<file path="config.mk">
export PLATFORM = sky130hd
export DESIGN_NAME = dircc_node_rx_writer
export DESIGN_NICKNAME = d
export VERILOG_FILES = /design/src/rtl/dircc_rx_pkg.sv /design/src/rtl/dircc_slot_ring_ctrl.sv /design/src/rtl/dircc_node_rx_writer.sv
export SDC_FILE = /design/constraint.sdc
export NUM_CORES = 1
export LEC_CHECK = 0
export ABC_AREA = 0
export CORE_ASPECT_RATIO = 1.75
export CORE_MARGIN = 4
export CORE_UTILIZATION = 45
export CTS_CLUSTER_SIZE = 14
export DETAILED_ROUTE_END_ITERATION = 8
export GPL_TIMING_DRIVEN = 0
export PLACE_DENSITY = 0.88
export SKIP_CTS_REPAIR_TIMING = 1
export SYNTH_ARGS = -nofsm -noshare
export SYNTH_HDL_FRONTEND = slang
export SYNTH_SLANG_ARGS = --single-unit
</file>
<file path="constraint.sdc">
create_clock -name clk -period 1.9 [get_ports clk]
set_input_delay 0.19 -clock clk [delete_from_list [all_inputs] [get_ports clk]]
set_output_delay 0.19 -clock clk [all_outputs]
set_load 0.02 [all_outputs]
</file>
<file path="src/rtl/dircc_rx_pkg.sv">
// -----------------------------------------------------------------------------
// dircc_rx_pkg
// Shared definitions for the DIRCC node receive path:
//   - MEM_DEPTH      : halfword depth of the processing memory's 16-bit port
//   - HDR_* indices  : bit positions inside the per-slot header halfword
//   - rx_state_e     : receive-writer FSM state encoding
//   - make_header()  : packs the truncated flag and payload count into a header
// -----------------------------------------------------------------------------
package dircc_rx_pkg;

    localparam int MEM_DEPTH     = 15000;

    localparam int HDR_TRUNC_BIT = 15;
    localparam int HDR_COUNT_MSB = 14;
    localparam int HDR_COUNT_LSB = 0;

    typedef enum logic [1:0] {
        ST_IDLE    = 2'd0,
        ST_PAYLOAD = 2'd1,
        ST_HEADER  = 2'd2,
        ST_DROP    = 2'd3
    } rx_state_e;

    function automatic logic [15:0] make_header(input logic       trunc,
                                                input logic [14:0] count);
        logic [15:0] hdr;
        hdr = 16'h0000;
        hdr[HDR_TRUNC_BIT] = trunc;
        hdr[HDR_COUNT_MSB:HDR_COUNT_LSB] = count;
        return hdr;
    endfunction

endpackage

</file>
<file path="src/rtl/dircc_slot_ring_ctrl.sv">
// -----------------------------------------------------------------------------
// dircc_slot_ring_ctrl
// Ring bookkeeping for the receive slots: the write head (next slot to fill),
// the read slot (oldest full slot) and the count of full slots.
// Ports:
//   clk, reset_n  : clock, synchronous active-low reset
//   i_commit      : one-cycle pulse, a header has been written to the head slot
//   i_release     : one-cycle pulse from the CPU freeing the oldest full slot
//   o_head        : slot index the writer fills next
//   o_rd_slot     : index of the oldest full slot
//   o_rx_count    : number of full slots (0..NUM_SLOTS)
//   o_irq         : high while o_rx_count != 0
// -----------------------------------------------------------------------------
module dircc_slot_ring_ctrl #(
    parameter int NUM_SLOTS = 8
) (
    input  logic                         clk,
    input  logic                         reset_n,
    input  logic                         i_commit,
    input  logic                         i_release,
    output logic [$clog2(NUM_SLOTS)-1:0] o_head,
    output logic [$clog2(NUM_SLOTS)-1:0] o_rd_slot,
    output logic [$clog2(NUM_SLOTS):0]   o_rx_count,
    output logic                         o_irq
);

    localparam int SLOT_W = $clog2(NUM_SLOTS);

    typedef logic [SLOT_W-1:0] slot_t;
    typedef logic [SLOT_W:0]   cnt_t;

    localparam slot_t SLOT_ONE = slot_t'(32'd1);
    localparam cnt_t  CNT_ONE  = cnt_t'(32'd1);
    localparam cnt_t  CNT_ZERO = cnt_t'(32'd0);

    slot_t r_head;
    slot_t r_rd_slot;
    cnt_t  r_count;
    logic  r_irq;

    logic  w_rel_ok;
    cnt_t  w_count_nxt;

    // A release with no full slot would underflow the ring, so it is ignored.
    always_comb begin
        w_rel_ok = i_release & (r_count != CNT_ZERO);
    end

    // Full-slot count: a commit and a valid release in the same cycle cancel.
    always_comb begin
        w_count_nxt = r_count;
        if (i_commit && !w_rel_ok) begin
            w_count_nxt = r_count + CNT_ONE;
        end else if (!i_commit && w_rel_ok) begin
            w_count_nxt = r_count - CNT_ONE;
        end else begin
            w_count_nxt = r_count;
        end
    end

    // Ring pointers, count and interrupt; pointers wrap naturally (power of 2).
    always_ff @(posedge clk) begin
        if (!reset_n) begin
            r_head    <= {SLOT_W{1'b0}};
            r_rd_slot <= {SLOT_W{1'b0}};
            r_count   <= CNT_ZERO;
            r_irq     <= 1'b0;
        end else begin
            if (i_commit) begin
                r_head <= r_head + SLOT_ONE;
            end else begin
                r_head <= r_head;
            end
            if (w_rel_ok) begin
                r_rd_slot <= r_rd_slot + SLOT_ONE;
            end else begin
                r_rd_slot <= r_rd_slot;
            end
            r_count <= w_count_nxt;
            r_irq   <= (w_count_nxt != CNT_ZERO);
        end
    end

    assign o_head     = r_head;
    assign o_rd_slot  = r_rd_slot;
    assign o_rx_count = r_count;
    assign o_irq      = r_irq;

endmodule

</file>
<file path="src/rtl/dircc_node_rx_writer.sv">
// -----------------------------------------------------------------------------
// dircc_node_rx_writer
// Writes incoming packets into a ring of fixed-size slots in the processing
// memory. Each slot holds a one-halfword header (truncated flag + payload
// count) at offset 0 followed by payload from offset 1. Packets that arrive
// while every slot is full are dropped and counted.
// Ports:
//   clk, reset_n                      : clock, synchronous active-low reset
//   in_data/in_valid/in_sop/in_eop    : packet beat stream
//   in_ready                          : beat accepted when in_valid & in_ready
//   mem_*                             : registered write port to the memory
//   slot_release                      : CPU pulse freeing the oldest full slot
//   rd_slot, rx_count, drop_count, irq: status towards the CPU
// -----------------------------------------------------------------------------
module dircc_node_rx_writer
    import dircc_rx_pkg::*;
#(
    parameter int BASE_ADDR  = 14000,
    parameter int SLOT_WORDS = 64,
    parameter int NUM_SLOTS  = 8
) (
    input  logic                         clk,
    input  logic                         reset_n,
    input  logic [15:0]                  in_data,
    input  logic                         in_valid,
    input  logic                         in_sop,
    input  logic                         in_eop,
    output logic                         in_ready,
    output logic [13:0]                  mem_address,
    output logic [15:0]                  mem_writedata,
    output logic [1:0]                   mem_byteenable,
    output logic                         mem_chipselect,
    output logic                         mem_write,
    output logic                         mem_clken,
    input  logic                         slot_release,
    output logic [$clog2(NUM_SLOTS)-1:0] rd_slot,
    output logic [$clog2(NUM_SLOTS):0]   rx_count,
    output logic [15:0]                  drop_count,
    output logic                         irq
);

    localparam int SLOT_W = $clog2(NUM_SLOTS);
    localparam int OFF_W  = $clog2(SLOT_WORDS);

    if (BASE_ADDR + NUM_SLOTS * SLOT_WORDS > MEM_DEPTH) begin : g_bad_range
        $error("dircc_node_rx_writer: slot ring exceeds memory depth");
    end
    if ((SLOT_WORDS < 4) || ((SLOT_WORDS & (SLOT_WORDS - 1)) != 0)) begin : g_bad_slot_words
        $error("dircc_node_rx_writer: SLOT_WORDS must be a power of 2 >= 4");
    end
    if ((NUM_SLOTS < 2) || (NUM_SLOTS > 64) || ((NUM_SLOTS & (NUM_SLOTS - 1)) != 0)) begin : g_bad_num_slots
        $error("dircc_node_rx_writer: NUM_SLOTS must be a power of 2 in 2..64");
    end

    typedef logic [OFF_W-1:0] off_t;
    // One bit wider than an offset so "slot full" (== SLOT_WORDS) is representable.
    typedef logic [OFF_W:0]   ptr_t;
    typedef logic [SLOT_W:0]  cnt_t;

    localparam off_t OFF_ZERO   = off_t'(32'd0);
    localparam off_t OFF_ONE    = off_t'(32'd1);
    localparam ptr_t PTR_ZERO   = ptr_t'(32'd0);
    localparam ptr_t PTR_ONE    = ptr_t'(32'd1);
    localparam ptr_t PTR_TWO    = ptr_t'(32'd2);
    localparam ptr_t SLOT_END   = ptr_t'(SLOT_WORDS);
    localparam cnt_t FULL_COUNT = cnt_t'(NUM_SLOTS);

    rx_state_e           r_state;
    ptr_t                r_wr_off;
    logic                r_trunc;
    logic [15:0]         r_drop;
    logic [13:0]         r_mem_addr;
    logic [15:0]         r_mem_data;
    logic [1:0]          r_mem_be;
    logic                r_mem_wr;

    rx_state_e           w_state_nxt;
    ptr_t                w_off_nxt;
    logic                w_trunc_nxt;
    logic                w_drop_inc;
    logic                w_commit;
    logic                w_wr_en;
    off_t                w_wr_off;
    logic [15:0]         w_wr_data;
    logic [13:0]         w_wr_addr;
    logic                w_accept;
    logic                w_full;
    ptr_t                w_pl_count;
    logic [SLOT_W-1:0]   w_head;

    dircc_slot_ring_ctrl #(
        .NUM_SLOTS (NUM_SLOTS)
    ) u_ring (
        .clk        (clk),
        .reset_n    (reset_n),
        .i_commit   (w_commit),
        .i_release  (slot_release),
        .o_head     (w_head),
        .o_rd_slot  (rd_slot),
        .o_rx_count (rx_count),
        .o_irq      (irq)
    );

    // Ready everywhere except the single header-write cycle, and never in reset.
    always_comb begin
        if (!reset_n) begin
            in_ready = 1'b0;
        end else if (r_state == ST_HEADER) begin
            in_ready = 1'b0;
        end else begin
            in_ready = 1'b1;
        end
    end

    // Handshake, fullness and payload count derived from current state.
    always_comb begin
        w_accept   = in_valid & in_ready;
        w_full     = (rx_count == FULL_COUNT);
        w_pl_count = r_wr_off - PTR_ONE;
    end

    // Receive FSM: decides the write for this cycle and the next-state values.
    always_comb begin
        w_state_nxt = r_state;
        w_off_nxt   = r_wr_off;
        w_trunc_nxt = r_trunc;
        w_drop_inc  = 1'b0;
        w_commit    = 1'b0;
        w_wr_en     = 1'b0;
        w_wr_off    = r_wr_off[OFF_W-1:0];
        w_wr_data   = in_data;
        case (r_state)
            ST_IDLE: begin
                // Fullness is judged here only; an accepted packet always completes.
                if (w_accept && in_sop) begin
                    if (!w_full) begin
                        w_wr_en     = 1'b1;
                        w_wr_off    = OFF_ONE;
                        w_off_nxt   = PTR_TWO;
                        w_trunc_nxt = 1'b0;
                        w_state_nxt = in_eop ? ST_HEADER : ST_PAYLOAD;
                    end else begin
                        w_drop_inc  = 1'b1;
                        w_state_nxt = in_eop ? ST_IDLE : ST_DROP;
                    end
                end else begin
                    w_state_nxt = ST_IDLE;
                end
            end
            ST_PAYLOAD: begin
                if (w_accept) begin
                    if (in_sop) begin
                        // A new start mid-packet closes the current one; the beat is lost.
                        w_trunc_nxt = 1'b1;
                        w_state_nxt = ST_HEADER;
                    end else begin
                        if (r_wr_off != SLOT_END) begin
                            w_wr_en   = 1'b1;
                            w_off_nxt = r_wr_off + PTR_ONE;
                        end else begin
                            w_trunc_nxt = 1'b1;
                        end
                        w_state_nxt = in_eop ? ST_HEADER : ST_PAYLOAD;
                    end
                end else begin
                    w_state_nxt = ST_PAYLOAD;
                end
            end
            ST_HEADER: begin
                w_wr_en     = 1'b1;
                w_wr_off    = OFF_ZERO;
                w_wr_data   = make_header(r_trunc, 15'(w_pl_count));
                w_commit    = 1'b1;
                w_state_nxt = ST_IDLE;
            end
            ST_DROP: begin
                if (w_accept && in_eop) begin
                    w_state_nxt = ST_IDLE;
                end else begin
                    w_state_nxt = ST_DROP;
                end
            end
            default: begin
                w_state_nxt = ST_IDLE;
            end
        endcase
    end

    // Slot base plus offset; both sizes are powers of two so this is a concat.
    always_comb begin
        w_wr_addr = 14'(BASE_ADDR) + 14'({w_head, w_wr_off});
    end

    // FSM state, write offset, truncated flag and saturating drop counter.
    always_ff @(posedge clk) begin
        if (!reset_n) begin
            r_state  <= ST_IDLE;
            r_wr_off <= PTR_ZERO;
            r_trunc  <= 1'b0;
            r_drop   <= 16'h0000;
        end else begin
            r_state  <= w_state_nxt;
            r_wr_off <= w_off_nxt;
            r_trunc  <= w_trunc_nxt;
            if (w_drop_inc && (r_drop != 16'hFFFF)) begin
                r_drop <= r_drop + 16'h0001;
            end else begin
                r_drop <= r_drop;
            end
        end
    end

    // Registered memory port; address/data hold between writes.
    always_ff @(posedge clk) begin
        if (!reset_n) begin
            r_mem_addr <= 14'h0000;
            r_mem_data <= 16'h0000;
            r_mem_be   <= 2'b00;
            r_mem_wr   <= 1'b0;
        end else if (w_wr_en) begin
            r_mem_addr <= w_wr_addr;
            r_mem_data <= w_wr_data;
            r_mem_be   <= 2'b11;
            r_mem_wr   <= 1'b1;
        end else begin
            r_mem_wr   <= 1'b0;
        end
    end

    assign mem_address    = r_mem_addr;
    assign mem_writedata  = r_mem_data;
    assign mem_byteenable = r_mem_be;
    assign mem_write      = r_mem_wr;
    assign mem_chipselect = r_mem_wr;
    assign mem_clken      = 1'b1;
    assign drop_count     = r_drop;

endmodule

</file>
==> impl_metrics.ini, run 1 <==
; yosys + openroad results
[global_routing]
grt-ovfl-total = 0
grt_pass1_vias = 3409
antenna_found_initial = 0
track_usage = 0.226
grt_max_degree = 11
grt_pass1_wl_mm = 15.3

[synth]
ys_ff = 67
top_cell_area_share = 0.405
ys_cells = 390
synth-async-reset-ratio = 0
avgSynthCellArea_um2 = 8.49
ys_types = 57
yosys_warnings = 0
synthAoiAreaFrac = 0.195
synthesis.area_mm2 = 0.00331
yosys_area_mm2 = 0.00331
ys_sh_mux = 0.0189
area_leaders = dfxtp_1 41%, xnor2_1 5.8%, nand2_1 5.8%
synthesis.instances = 390
synth.top_cells.by_count = 67 x dfxtp_1, 51 x nand2_1, 47 x nor2_1
most_common_cell = dfxtp_1
syn_nets = 421
synth_seq_share = 0.405
synth-edff-count = 0
synth-simple-area-share = 0.209
ff_type = dfxtp_1
xor_area_frac = 0.0767
top_area_cell = dfxtp_1
ys_top_logic_family = simple AND/OR/NAND/NOR gates
adder_share = 0.0340

[critical_path]
critPathKind = flop to flop
end_kind = flop
start_kind = flop
worst_ep_required_time_ps = 2170
cp_max_fo = 6
cp.arrival_ps = 2430
r2r-start = u_ring.o_rx_count[0]
reg2reg_to = mem_address[8]
reg2reg_depth = 12
r2r_slack_ps = -260

[die]
io_pins = 82
fp_util = 0.461
die_y_um = 121
die_area_mm2 = 0.00884
placementRows = 41
fp.coreArea_mm2 = 0.00718
die_width_um = 72.8

[final_layout]
layout.nets = 529
n_antenna_cell = 0
drive_gt1_frac = 0.235
syn2layout_area_growth_pct = 52.0
fill_cells = 475
utilization = 0.700

[power]
p_per_area_mw_per_mm2 = 929
totalPowerFinal_mw = 4.67
p_leak_nw = 1.89
ir_worst_vdd_mv = 0.694

[drt]
routed_via_density = 6.14
wl_per_cell_um = 20.2
drt_first_pass_iters = 5
vias = 3619
drc = 0
wirelength_mm = 11.9
drtIter0Drc = 384
postRouteAntennaNets = 0

[timing]
rsz0062_at_grt = yes
max_slew.worst_pin.slew_ps = 666
finalSetupViolCount = 41
finalClockPeriodUsage = 1.14
slew_violations = 0
relSlewSlack = 0.556
hold_viol = 0
finClkSkew_ps = 8.46
whs_ps = 240
fin_ws_ps = -261
fmax_mhz = 463
min_period_ps = 2160

[outcome]
violations = setup timing
status = complete, but fails checks

[placed_design]
dp_slack_ps = -558
placed_cells = 555
place_hpwl_mm = 7.02
portBuffers = 79
gp_congestion = 0.853

[clock_tree]
cts.sinks = 67
clock-root-buffer = clkbuf_16
cts_max_level = 3
clk_latency_ps = 340
cts_made_buffers = 9
clkTransAtPathRegs_ps = 60
clockBufferDepth = 2
cts_tree = built

[worst_hold_path]
worstHoldPathType = primary input to flop
hp-start = reset_n
whs_path_depth = 3
min_to = drop_count[6]

[run]
cap_violations = 0
warnings = 31
[run 1: registers in the layout, indices dropped and copies added, names as in the netlist]
name               cells
u_ring.o_head          3
r_state                2
drop_count            16
r_trunc                1
u_ring.o_rx_count      4
u_ring.o_irq           1
mem_writedata         16
r_wr_off               7
mem_chipselect         1
u_ring.o_rd_slot       3
mem_address           13
[run 1: cell families (layout without fill, tap and decap cells)]
group,Yosys count,in the layout
muxes,6,6
other,1,1
AOI/OAI and AO/OA,87,87
adders and majority gates,9,9
buffers and inverters,42,155
DFF,67,67
and+or+nand+nor,149,149
xor gates and xnor gates,29,29
[run 1: worst max-delay path, stage by stage (launching register included)]
cell and delay, ps:
dfxtp_4 350, inv_4 70, ha_4 140, nand3b_1 170, buf_4 210, a41oi_4 250, nand2_1 120, ha_2 220
inv_2 60, a21oi_2 60, xnor2_1 210, nand2_1 90, a21oi_2 130
[run 1: layout make-up]
cell class / instances / area (um2) / area share
plain buffers: 22 / 159 / 0.0316
clock buffers: 14 / 264 / 0.0525
clock inverters: 2 / 10.0 / 0.00199
inverters: 15 / 63.8 / 0.0127
multi-input cells: 281 / 2080 / 0.413
flip-flops and latches: 67 / 1360 / 0.270
well taps: 86 / 108 / 0.0214
repair buffers: 102 / 988 / 0.197
[run 1: worst max-delay path by stage]
stage,depth (start not counted),start,to,slack (ps)
detailed placement,7,in_sop,drop_count[11],-560
CTS,6,r_state[1],in_ready,-770
finish,12,u_ring.o_rx_count[0],mem_address[8],-260
global route,12,u_ring.o_rx_count[0],mem_address[8],-390
floorplan,6,drop_count[7],drop_count[1],-50
global placement,7,in_sop,drop_count[15],-500
[run 1: cells in the final DEF, fill, tap and decap left out, types with 5 or more instances in the layout]
cell,n
nand3_1,9
ha_1,5
clkbuf_1,8
nor2_2,8
xor2_1,7
buf_4,21
a22o_1,8
clkbuf_16,9
nand2_1,49
a21oi_1,19
buf_6,12
dfxtp_1,62
nor2_1,38
inv_1,9
o21ai_0,10
nor3_1,6
xnor2_1,20
clkdlybuf4s50_1,77
nand4_1,5
a211oi_2,6
o211ai_1,5
[run 1: where the power goes]
part           leakage (nW)  switching [mW]  internal, mW  total, mW
registers             0.548           0.117          1.54       1.65
logic                  1.20           0.768         0.695       1.46
clock network         0.137           0.607         0.950       1.56
total                  1.89            1.49          3.18       4.67
[run 1: stage by stage]
stage | instance area, um2 | setup TNS, ps
6_report | 5030 | -3980
5_1_grt | 5030 | -5650
4_1_cts | 4540 | -11230
3_5_place_dp | 4270 | -16680
3_3_place_gp | 4270 | -14140
2_1_floorplan | 3370 | -379
[run 1: routing by layer]
| layer | vias to the layer above | wire (um) | track usage |
|---|---|---|---|
| li1 | 1586 | - | - |
| met2 | 242 | 6150 | 0.398 |
| met4 | 0 | 943 | 0.181 |
| met1 | 1709 | 3930 | 0.220 |
| met5 | - | 0 | 0 |
| met3 | 82 | 901 | 0.0448 |
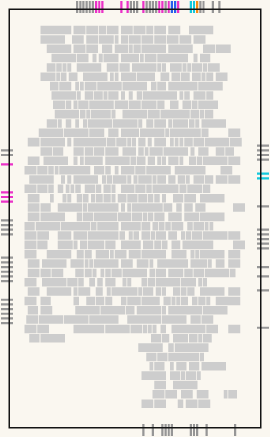
Run 1: pin map
Pins as bars across the die edge, other pins in gray.
[magenta] mem_address | pins: 14 | direction: output | edge: 10 top, 4 left
[blue] mem_byteenable | pins: 2 | direction: output | edge: top
[cyan] rx_count | pins: 4 | direction: output | edge: 2 top, 2 right
[orange] slot_release | pins: 1 | direction: input | edge: top

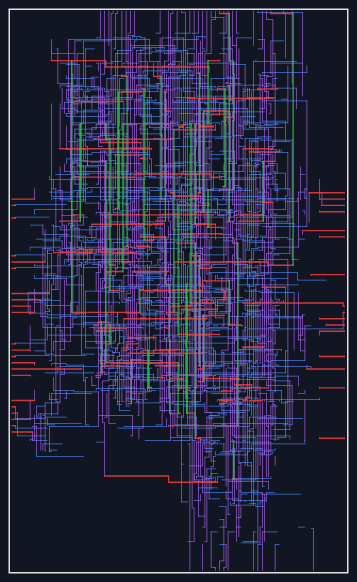
Run 1: signal wires by layer
[blue] M1 | wire length: 3,930 um
[green] M4 | wire length: 943 um
[purple] M2 | wire length: 6,150 um
[red] M3 | wire length: 902 um

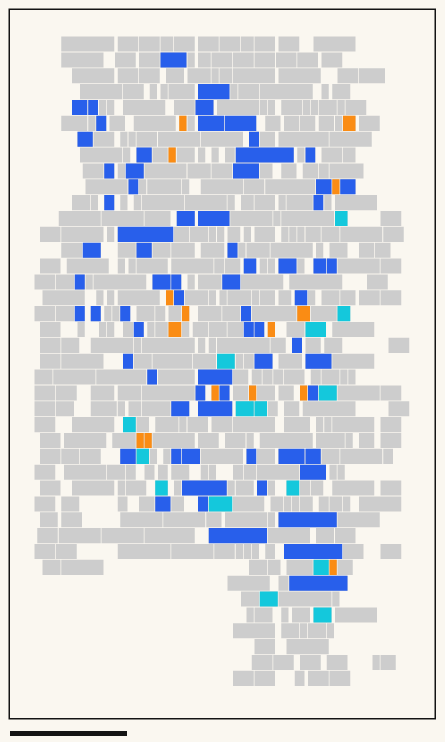
Run 1: gate-type map
Bar = 20 um.
[cyan] and/or cells | cells: 15
[blue] aoi and oai cells | cells: 70
[orange] inv cells | cells: 15
most numerous logic cell after layout: clkdlybuf4s50_1
Comb/total area: 0.413
Post-Layout Cell Count: 589

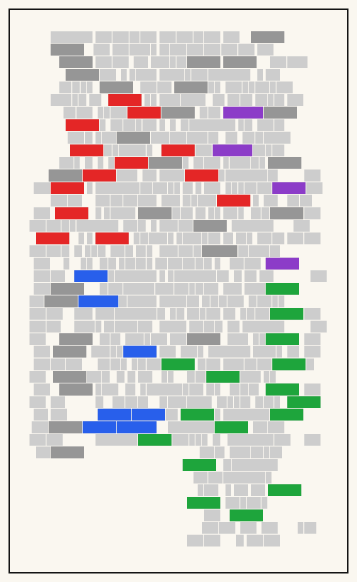
Run 1: where the registers sit
Other sequential cells in the stronger gray, the rest of the logic in the fainter gray.
[blue] r_wr_off | flops: 7
[green] drop_count | flops: 16
[red] mem_address | flops: 13
[purple] u_ring.o_rx_count | flops: 4 | where: upper right
not colored: 27

==> run 2, diff against run 1 <==
--- a/config.mk
+++ b/config.mk
@@ -14,6 +14,7 @@
 export GPL_TIMING_DRIVEN = 0
 export PLACE_DENSITY = 0.88
 export SKIP_CTS_REPAIR_TIMING = 1
+export SKIP_LAST_GASP = 1
 export SYNTH_ARGS = -nofsm -noshare
 export SYNTH_HDL_FRONTEND = slang
 export SYNTH_SLANG_ARGS = --single-unit
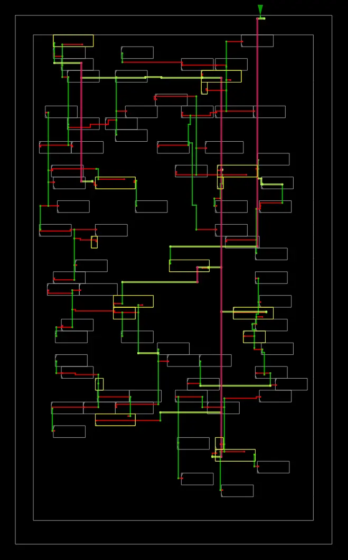
Run 2: the clock network
Sink Count: 67
flip-flop and latch count: 67
Latency at later pin: 350 ps
clk pwr: 1.57 mW

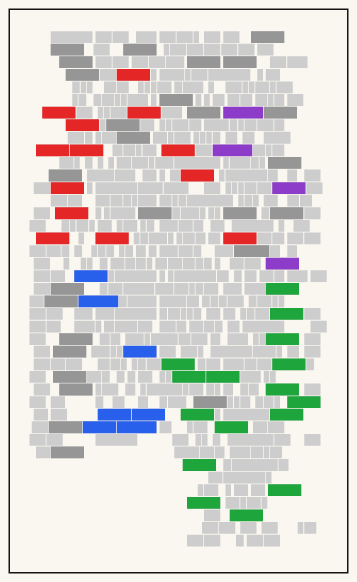
Run 2: where the registers sit
Other sequential cells in the stronger gray, the rest of the logic in the fainter gray.
[red] mem_address | flops: 13
[purple] u_ring.o_rx_count | flops: 4 | where: upper right
[green] drop_count | flops: 16
[blue] r_wr_off | flops: 7
utilization after layout: 0.696
register area: 0.00136 mm2
flop share of the area: 0.272
Seq. pwr: 1.66 mW

==> run 2 against run 1 <==
The run still ends with setup timing left. Routed wire length increased by 1.4%. Hold slack improved by 5.1 ps. Cell count unchanged. Die area unchanged. Non-clock buffer count unchanged. Combinational power about the same. Clock skew increased by 1.5 ps. Sequential share of layout area increased by 0.18 points. Synthesized cell count unchanged. Worst setup slack improved by 12 ps. Power increased by 0.62%. Largest cell class unchanged.
==> impl_metrics.ini, run 2 <==
; yosys + openroad results
[timing]
relSlewSlack = 0.557
hold_viol = 0
min_period_ps = 2150
slew_violations = 0
setup_tns_ps = -4500
rsz0062_at_grt = yes
finalSetupViolCount = 41
finalClockPeriodUsage = 1.13
max_slew.worst_pin.slew_ps = 664
fin_ws_ps = -250
whs_ps = 245
finClkSkew_ps = 9.95
fmax_mhz = 465

[critical_path]
r2r_slack_ps = -250
cp_slowest_cell = nor3b_1
critPathKind = flop to flop
cpPeakStageDelay_ps = 440
start_kind = flop
end_kind = flop
critPathTopFamily = simple AND/OR/NAND/NOR gates
worst_ep_required_time_ps = 2130
crit_buf_inv = 2
cp.arrival_ps = 2380
cp_common_cell = buf_6
crit_chain = buf_6 > nor3b_1 > nand3_1 > o21ai_2 > buf_6 > a211oi_1 > a31o_2
cp_max_fo = 10

[die]
fp_util = 0.461
die_width_um = 72.8
io_pins = 82
die_area_mm2 = 0.00884
placementRows = 41
die_y_um = 121
fp.coreArea_mm2 = 0.00718

[placed_design]
gp_congestion = 0.853
portBuffers = 79
placed_cells = 555
place_hpwl_mm = 7.02

[drt]
wirelength_mm = 12.1
postRouteAntennaNets = 0
drc = 0
wl_per_cell_um = 20.5
routed_via_density = 6.20
drt_first_pass_iters = 6
vias = 3652
drtIter0Drc = 404

[final_layout]
final_common_cell = clkdlybuf4s50_1
mostFrequentLayoutCells = 77 x clkdlybuf4s50_1, 62 x dfxtp_1, 49 x nand2_1, 42 x nor2_1, 21 x buf_4
layout.nets = 529
final_cells = 589
n_antenna_cell = 0
drive_gt1_frac = 0.225
syn2layout_area_growth_pct = 51.0

[outcome]
violations = setup timing
status = complete, but fails checks

[synth]
ys_types = 57
ys_cells = 390
top_area_cell = dfxtp_1
ff_type = dfxtp_1
syn_nets = 421
synth-async-reset-ratio = 0
synth_seq_share = 0.405
most_common_cell = dfxtp_1
ys_ff = 67
top_cell_area_share = 0.405
yosys_warnings = 0
avgSynthCellArea_um2 = 8.49
synth.top_cells.by_count = 67 x dfxtp_1, 51 x nand2_1, 47 x nor2_1
synthesis.area_mm2 = 0.00331
synthesis.instances = 390
yosys_area_mm2 = 0.00331
synth-edff-count = 0
area_leaders = dfxtp_1 41%, xnor2_1 5.8%, nand2_1 5.8%

[global_routing]
grt_max_degree = 11
track_usage = 0.226
grt-ovfl-total = 0
antenna_found_initial = 0
grt_pass1_wl_mm = 15.3
grt_pass1_vias = 3409

[clock_tree]
cts_max_level = 3
clockBufferDepth = 2
clkTransAtPathRegs_ps = 50
clock-root-buffer = clkbuf_16
cts_made_buffers = 9
cts_tree = built

[run]
cap_violations = 0
warnings = 31

[power]
p_leak_nw = 1.88
ir_worst_vdd_mv = 0.558
totalPowerFinal_mw = 4.70
p_per_area_mw_per_mm2 = 941

[worst_hold_path]
worstHoldPathType = primary input to flop
## run 2: final timing paths
kind / start / endpoint / cells past startpoint
setup reg to reg: r_state[1] / r_wr_off[2] / 7
hold reg to reg: mem_writedata[3] / mem_writedata[3] / 2
hold / removal: reset_n / drop_count[6] / 3
setup / recovery: r_state[1] / r_wr_off[2] / 7
## run 2: kinds of logic (layout without fill, tap and decap cells)
group / count (synthesis) / count (layout) / synth area share
AND-OR/OR-AND: 87 / 87 / 0.195
XOR/XNOR: 29 / 29 / 0.0767
adder cells (fa/ha/maj): 9 / 9 / 0.0340
buffers and inverters: 42 / 155 / 0.0590
flip-flops: 67 / 67 / 0.405
multiplexers: 6 / 6 / 0.0189
other: 1 / 1 / 0.00113
AND/OR/NAND/NOR: 149 / 149 / 0.209
## run 2: cell type report
type,instances,area (um2)
inverters,15,63.8
repair buffers,102,988
well taps,86,108
fillers,492,2180
clock buffers,14,264
flip-flops and latches,67,1360
clock inverters,2,10.0
multi-input cells,281,2050
plain buffers,22,153
## run 2: stage by stage
stage               instance area, um2  setup slack (ps)
floorplan                         3370             -50.9
detailed placement                4270              -558
CTS                               4540              -770
global route                      5000              -331
global placement                  4270              -498
finish                            5000              -250
## run 2: per-layer routing
layer / wire length [um] / GRT usage / vias to the layer above
met5: 0 / 0 / -
met4: 794 / 0.181 / 0
met3: 1030 / 0.0448 / 74
met2: 6290 / 0.398 / 285
met1: 3980 / 0.220 / 1706
li1: - / - / 1587
## run 2: where the power goes
part	switching (mW)	internal, mW
logic	0.782	0.697
registers	0.119	1.54
clock network	0.618	0.951
total	1.52	3.18
## run 2: worst min-delay path, stage by stage
cell      delay [ps]
buf_2            170
nand2b_1         100
mux2i_1           60
==> run 3, diff against run 2 <==
--- a/config.mk
+++ b/config.mk
@@ -15,6 +15,7 @@
 export PLACE_DENSITY = 0.88
 export SKIP_CTS_REPAIR_TIMING = 1
 export SKIP_LAST_GASP = 1
+export SLEW_MARGIN = 25
 export SYNTH_ARGS = -nofsm -noshare
 export SYNTH_HDL_FRONTEND = slang
 export SYNTH_SLANG_ARGS = --single-unit
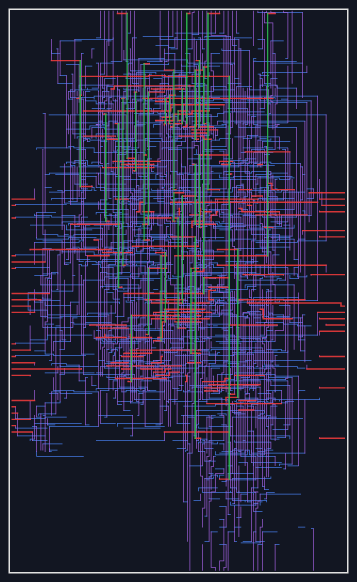
Run 3: signal wires by layer
[red] M3 | wire length: 1,030 um
[green] M4 | wire length: 795 um
[blue] M1 | wire length: 3,980 um
[purple] M2 | wire length: 6,290 um

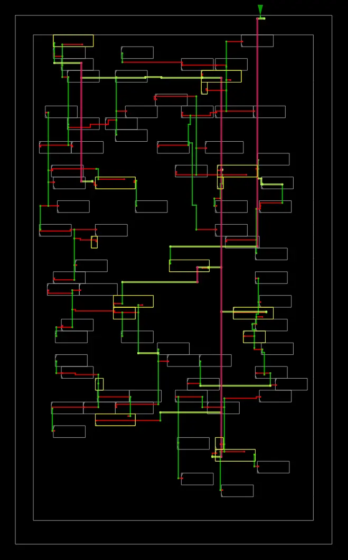
Run 3: the clock network
CTS Buf Count: 9
clk_skew: 9.95 ps
# clk buffers: 14

==> run 3 against run 2 <==
Critical endpoint unchanged. The flow still finishes with violations (setup timing). Critical path type unchanged. Critical path depth stayed put. Final area did not move. Clock skew stayed put. Hold slack unchanged. Non-clock buffer count stayed put.
==> impl_metrics.ini, run 3 <==
; yosys + openroad results
[worst_hold_path]
hp-start = reset_n
whs_path_depth = 3
worstHoldPathType = primary input to flop
min_to = drop_count[6]

[die]
die_y_um = 121
fp.coreArea_mm2 = 0.00718
fp_util = 0.461
io_pins = 82
die_area_mm2 = 0.00884
placementRows = 41
die_width_um = 72.8

[placed_design]
gp_congestion = 0.853
dpl_cell_area_mm2 = 0.00427
place_hpwl_mm = 7.02
portBuffers = 79

[drt]
postRouteAntennaNets = 0
drt_first_pass_iters = 6
wl_per_cell_um = 20.5
wirelength_mm = 12.1
routed_via_density = 6.20
drtIter0Drc = 404
drc = 0
vias = 3652

[timing]
finalClockPeriodUsage = 1.13
max_slew.worst_pin.slew_ps = 664
min_period_ps = 2150
slew_violations = 0
rsz0062_at_grt = yes
finalSetupViolCount = 41
fin_ws_ps = -250
hold_viol = 0
relSlewSlack = 0.557
fmax_mhz = 465

[power]
power.switching_mw = 1.52
p_per_area_mw_per_mm2 = 941
totalPowerFinal_mw = 4.70
ir_worst_vdd_mv = 0.558
p_leak_nw = 1.88
p_clk_frac = 0.334
switching_share = 0.323
seqPwrFrac = 0.352
p_comb_frac = 0.314
power.internal_mw = 3.18

[final_layout]
stdcell_area_mm2 = 0.00500
mostFrequentLayoutCells = 77 x clkdlybuf4s50_1, 62 x dfxtp_1, 49 x nand2_1, 42 x nor2_1, 21 x buf_4
n_antenna_cell = 0
final_common_cell = clkdlybuf4s50_1
syn2layout_area_growth_pct = 51.0
drive_gt1_frac = 0.225
layout.nets = 529
utilization = 0.696
fill_cells = 492

[critical_path]
start_kind = flop
end_kind = flop
r2r_slack_ps = -250
cp.arrival_ps = 2380
cp_max_fo = 10
cp_slowest_cell = nor3b_1
r2r-start = r_state[1]
reg2reg_depth = 7
critPathKind = flop to flop
worst_ep_required_time_ps = 2130
cp_common_cell = buf_6
crit_chain = buf_6 > nor3b_1 > nand3_1 > o21ai_2 > buf_6 > a211oi_1 > a31o_2
reg2reg_to = r_wr_off[2]
cpPeakStageDelay_ps = 440

[synth]
ys_types = 57
synthesis.instances = 390
yosys_warnings = 0
most_common_cell = dfxtp_1
top_cell_area_share = 0.405
synth-async-reset-ratio = 0
ys_cells = 390
ff_type = dfxtp_1
top_area_cell = dfxtp_1
syn_nets = 421
synth-edff-count = 0
synthesis.area_mm2 = 0.00331
synth_seq_share = 0.405
avgSynthCellArea_um2 = 8.49
yosys_area_mm2 = 0.00331
area_leaders = dfxtp_1 41%, xnor2_1 5.8%, nand2_1 5.8%
synth.top_cells.by_count = 67 x dfxtp_1, 51 x nand2_1, 47 x nor2_1
ys_ff = 67

[global_routing]
grt_pass1_vias = 3409
grt_max_degree = 11
grt_pass1_wl_mm = 15.3
track_usage = 0.226
grt-ovfl-total = 0
antenna_found_initial = 0

[clock_tree]
cts.sinks = 67
clockBufferDepth = 2
clock-root-buffer = clkbuf_16
cts_tree = built
clkTransAtPathRegs_ps = 50
cts_max_level = 3
clk_latency_ps = 350

[outcome]
status = complete, but fails checks
violations = setup timing

[run]
cap_violations = 0
warnings = 31
[run 3: worst max-delay path by stage]
stage | startpoint | to | slack, ps | cells after the start
floorplan | drop_count[7] | drop_count[1] | -50 | 6
global placement | in_sop | drop_count[15] | -500 | 7
detailed placement | in_sop | drop_count[11] | -560 | 7
CTS | r_state[1] | in_ready | -770 | 6
global route | r_state[1] | r_wr_off[2] | -330 | 7
finish | r_state[1] | r_wr_off[2] | -250 | 7
[run 3: kinds of logic after synthesis]
kind of cell / Yosys count / synth area share
AOI/OAI and AO/OA: 87 / 0.195
other: 1 / 0.00113
muxes: 6 / 0.0189
xor gates and xnor gates: 29 / 0.0767
and+or+nand+nor: 149 / 0.209
buffers and inverters: 42 / 0.0590
adders and majority gates: 9 / 0.0340
DFF: 67 / 0.405
[run 3: cell type report]
class / instances / area, um2 / area share
clock buffers: 14 / 264 / 0.0528
repair buffers: 102 / 988 / 0.198
clock inverters: 2 / 10.0 / 0.00200
well taps: 86 / 108 / 0.0215
plain buffers: 22 / 153 / 0.0305
flip-flops and latches: 67 / 1360 / 0.272
multi-input cells: 281 / 2050 / 0.411
inverters: 15 / 63.8 / 0.0128
[run 3: power by group through the flow]
stage | logic, mW | clock network (mW) | registers, mW
6_report | 1.48 | 1.57 | 1.66
5_1_grt | 1.56 | 1.64 | 1.67
4_1_cts | 1.11 | 1.56 | 1.64
3_5_place_dp | 1.10 | 0 | 1.66
3_3_place_gp | 1.06 | 0 | 1.66
2_1_floorplan | 0.550 | 0 | 1.77
[run 3: metal layers]
layer	up-vias	track usage	wire length, um
li1	1587	-	-
met1	1706	0.220	3980
met2	285	0.398	6290
met3	74	0.0448	1030
met4	0	0.181	794
met5	-	0	0
[run 3: critical path, delay by kind of cell, from the launching register on]
| kind | cells | cell delay (ps) |
|---|---|---|
| buf+inv | 2 | 310 |
| flops | 1 | 330 |
| simple gates | 2 | 880 |
| compound gates | 3 | 500 |
[run 3: metrics by stage]
| step | setup slack [ps] | TNS [ps] | hold slack, ps | std cells |
|---|---|---|---|---|
| floorplan | -50.9 | -379 | 323 | 390 |
| global placement | -498 | -14140 | 446 | 555 |
| detailed placement | -558 | -16680 | 454 | 555 |
| CTS | -770 | -11230 | 229 | 571 |
| global route | -331 | -7010 | 269 | 589 |
| finish | -250 | -4500 | 245 | 589 |
Power is estimated from default activity; no workload was simulated.
